### Ports around the boundary

Pins as bars across the die edge, other pins in grey.
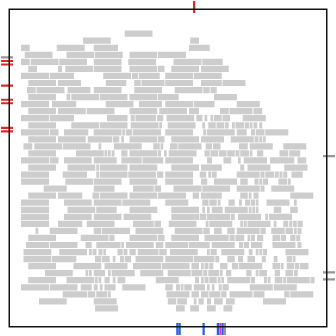
### Routed metal, one colour a layer

Bar = 20 µm.
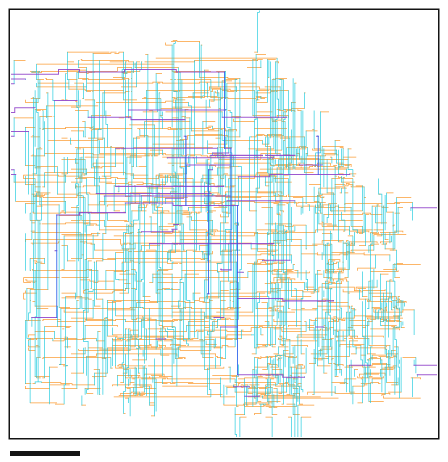
### Clock wiring as the flow saved it

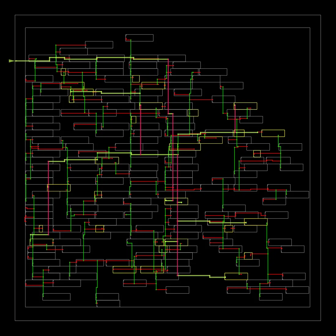
$ cat src/rtl/uart_tx_fifo.sv
// Buffered UART transmitter: FIFO of words serialised back-to-back with configurable data/parity/stop bits.
// tx falls two clocks after an accept when idle; tx_ready drops only while the FIFO holds FIFO_DEPTH words.
module uart_tx_fifo #(
  parameter int CLK_HZ     = 125_000_000,
  parameter int BAUD       = 115200,
  parameter int DATA_BITS  = 8,
  parameter int PARITY     = 0,
  parameter int STOP_BITS  = 1,
  parameter int FIFO_DEPTH = 16
) (
  input  logic                          clk,
  input  logic                          rst_n,
  input  logic [DATA_BITS-1:0]          tx_data,
  input  logic                          tx_valid,
  output logic                          tx_ready,
  output logic                          tx,
  output logic                          busy,
  output logic [$clog2(FIFO_DEPTH):0]   fifo_count
);

  localparam int DIV = (CLK_HZ + BAUD / 2) / BAUD;
  localparam int CW  = $clog2(DIV);
  localparam int AW  = $clog2(FIFO_DEPTH);
  localparam int BW  = $clog2(DATA_BITS);

  localparam logic [CW-1:0] DIV_LAST = CW'(DIV - 1);
  localparam logic [BW-1:0] BIT_LAST = BW'(DATA_BITS - 1);
  localparam logic [AW:0]   FULL     = (AW + 1)'(FIFO_DEPTH);
  localparam logic          STOP_LAST = 1'(STOP_BITS - 1);

  typedef enum logic [2:0] {S_IDLE, S_START, S_DATA, S_PAR, S_STOP} state_t;

  logic [DATA_BITS-1:0] mem [FIFO_DEPTH];
  logic [AW-1:0]        wr_ptr, rd_ptr;
  state_t               state;
  logic [CW-1:0]        baud_cnt;
  logic [BW-1:0]        bit_idx;
  logic                 stop_idx;
  logic [DATA_BITS-1:0] shreg;
  logic                 par_bit;

  logic push, pop, bit_end, frame_end;

  assign tx_ready  = (fifo_count != FULL);
  assign push      = tx_valid && tx_ready;
  assign bit_end   = (baud_cnt == DIV_LAST);
  assign frame_end = (state == S_STOP) && bit_end && (stop_idx == STOP_LAST);
  // Popping on the last stop clock is what makes consecutive frames gapless.
  assign pop       = (fifo_count != '0) && ((state == S_IDLE) || frame_end);

  always_ff @(posedge clk) begin
    if (push) mem[wr_ptr] <= tx_data;
  end

  always_ff @(posedge clk or negedge rst_n) begin
    if (!rst_n) begin
      wr_ptr     <= '0;
      rd_ptr     <= '0;
      fifo_count <= '0;
    end else begin
      if (push) wr_ptr <= wr_ptr + 1'b1;
      if (pop)  rd_ptr <= rd_ptr + 1'b1;
      case ({push, pop})
        2'b10:   fifo_count <= fifo_count + 1'b1;
        2'b01:   fifo_count <= fifo_count - 1'b1;
        default: fifo_count <= fifo_count;
      endcase
    end
  end

  always_ff @(posedge clk or negedge rst_n) begin
    if (!rst_n) begin
      state    <= S_IDLE;
      baud_cnt <= '0;
      bit_idx  <= '0;
      stop_idx <= 1'b0;
      shreg    <= '0;
      par_bit  <= 1'b0;
      tx       <= 1'b1;
      busy     <= 1'b0;
    end else begin
      // tx and busy trail the state by one clock, so every bit still lasts DIV clocks.
      busy <= (state != S_IDLE) || (fifo_count != '0);
      case (state)
        S_START: tx <= 1'b0;
        S_DATA:  tx <= shreg[0];
        S_PAR:   tx <= par_bit;
        default: tx <= 1'b1;
      endcase

      if (pop) begin
        shreg    <= mem[rd_ptr];
        par_bit  <= (PARITY == 1) ? ~^mem[rd_ptr] : ^mem[rd_ptr];
        bit_idx  <= '0;
        stop_idx <= 1'b0;
        baud_cnt <= '0;
        state    <= S_START;
      end else if (state != S_IDLE) begin
        if (!bit_end) begin
          baud_cnt <= baud_cnt + 1'b1;
        end else begin
          baud_cnt <= '0;
          case (state)
            S_START: state <= S_DATA;
            S_DATA: begin
              shreg <= {1'b0, shreg[DATA_BITS-1:1]};
              if (bit_idx == BIT_LAST) begin
                state <= (PARITY != 0) ? S_PAR : S_STOP;
              end else begin
                bit_idx <= bit_idx + 1'b1;
              end
            end
            S_PAR:  state <= S_STOP;
            S_STOP: begin
              if (frame_end) state <= S_IDLE;
              else           stop_idx <= 1'b1;
            end
            default: state <= S_IDLE;
          endcase
        end
      end
    end
  end

endmodule

$ cat config.mk
export PLATFORM = sky130hd
export DESIGN_NAME = uart_tx_fifo
export DESIGN_NICKNAME = d
export VERILOG_FILES = /design/src/rtl/uart_tx_fifo.sv
export SDC_FILE = /design/constraint.sdc
export NUM_CORES = 1
export LEC_CHECK = 0
export ABC_CLOCK_PERIOD_IN_PS = 3660
export CAP_MARGIN = 20
export CORE_MARGIN = 4
export CORE_UTILIZATION = 55
export CTS_CLUSTER_DIAMETER = 120
export DETAILED_ROUTE_END_ITERATION = 10
export PLACE_DENSITY = 0.82
export SLEW_MARGIN = 20
export SYNTH_ARGS = -nofsm -noshare
export SYNTH_HDL_FRONTEND = slang
export SYNTH_SLANG_ARGS = --single-unit
$ cat constraint.sdc
create_clock -name clk -period 3.66 [get_ports clk]
set_input_delay 0.915 -clock clk [delete_from_list [all_inputs] [get_ports clk]]
set_output_delay 0.915 -clock clk [all_outputs]
set_load 0.05 [all_outputs]
==> metrics.cfg <==
[power_and_ir_drop]
p_comb_uw=618
total_power_uw=4640
peakVddDrop_mv=0.480
internal-power_uw=3380
cellLeakagePower_uw=0.00288
powerDensity_nw_per_um2=578
switchingPower_uw=1260
p_clk_share_pct=35.3

[logic_synthesis]
postSynth.asyncResetShare_pct=24.7
synth_area_um2=7150
synthAdderAreaFrac_pct=2.27
postSynthSeqShare_pct=68.5
ys_cells=437
xor_area_share_pct=3.18
aoi_share_pct=4.72
ys.flop_type=edfxtp_1
edf_count=128

[finish]
multiInputCombCellCount=239
sh_comb_area_pct=25.9
largest_class=registers
fin_nets=492
areaGrowthSynthToFinish_pct=12.4
layout-drive-gt1-share_pct=14.8
regArea_um2=4900
inv_count=9
antenna_cells=0

[routing]
drtAntennaViolNets=0
drc=0
totalWireLength_mm=13.4
drt-vias-per-instance=5.80
first_pass_iters=4
vias=3785
top_layer_used=met4

[worst_setup_path]
critical_path.max_stage_delay_ns=0.45
critPathTopFamily=simple AND/OR/NAND/NOR gates
crit_required_ns=3.96
cp-start-kind=register
critPathBufInv=1

[floorplanning]
die_x_um=122
die-area_um2=14900
fp_util_pct=56.4

[global_route]
grt_use_total_pct=20.0
grtUsageMet3_pct=5.76
grt_antenna_before_repair=0
grt_pass1_wl_mm=21.6
grt-ovfl-total=0
met2_usage_pct=32.5

[job]
tool_warnings=31

[clock_network]
numCtsBuffers=17
hold_buffers=0
path_clk_slew_ns=0.06

[sta]
slew_violations=0
finalSetupViolations=0
fin_crit_sh_pct=86.6

[outcome]
outcome=finished clean

[placed_design]
pre_cts_slack_ns=0.476

About 'Ports around the boundary':
legend:
  magenta:
    port: tx_valid
    pins: 1
    direction: input
    edge: bottom
  blue:
    port: fifo_count
    pins: 5
    direction: output
    edge: bottom
  red:
    port: tx_data
    pins: 8
    direction: input
    edge: 7 left, 1 top

About 'Routed metal, one colour a layer':
legend:
  blue:
    layer: metal 4
    wire_length: 200 µm
  purple:
    layer: metal 3
    wire_length: 646 µm
  cyan:
    layer: metal 2
    wire_length: 7010 µm
  orange:
    layer: metal 1
    wire_length: 5530 µm

About 'Clock wiring as the flow saved it':
Clk Latency, worst-skew pair: 0.42 ns
Final Skew: 0.00780 ns
Clock Power: 1640 µW
seq_cells: 170
clock buffer count: 18

==> flip-flops by register name, indices dropped and copies added (netlist names), 3 cells and up <==
signal,count
state,3
shreg,8
fifo_count,5
wr_ptr,4
rd_ptr,4
baud_cnt,11
mem,128
bit_idx,3
==> worst paths after layout <==
path	start	to	slack (ns)
max in group asynchronous	rst_n	rd_ptr[0]$_DFFE_PN0N_	2.39
max	baud_cnt[6]$_DFFE_PN0P_	fifo_count[4]$_DFFE_PN0P_	0.49
max reg2reg	baud_cnt[6]$_DFFE_PN0P_	fifo_count[4]$_DFFE_PN0P_	0.49
min reg2reg	shreg[5]$_DFFE_PN0P_	shreg[5]$_DFFE_PN0P_	0.48
min	shreg[5]$_DFFE_PN0P_	shreg[5]$_DFFE_PN0P_	0.48
min in group asynchronous	rst_n	baud_cnt[5]$_DFFE_PN0P_	0.63
No activity file was given, so power comes from the tool's default toggle rates.
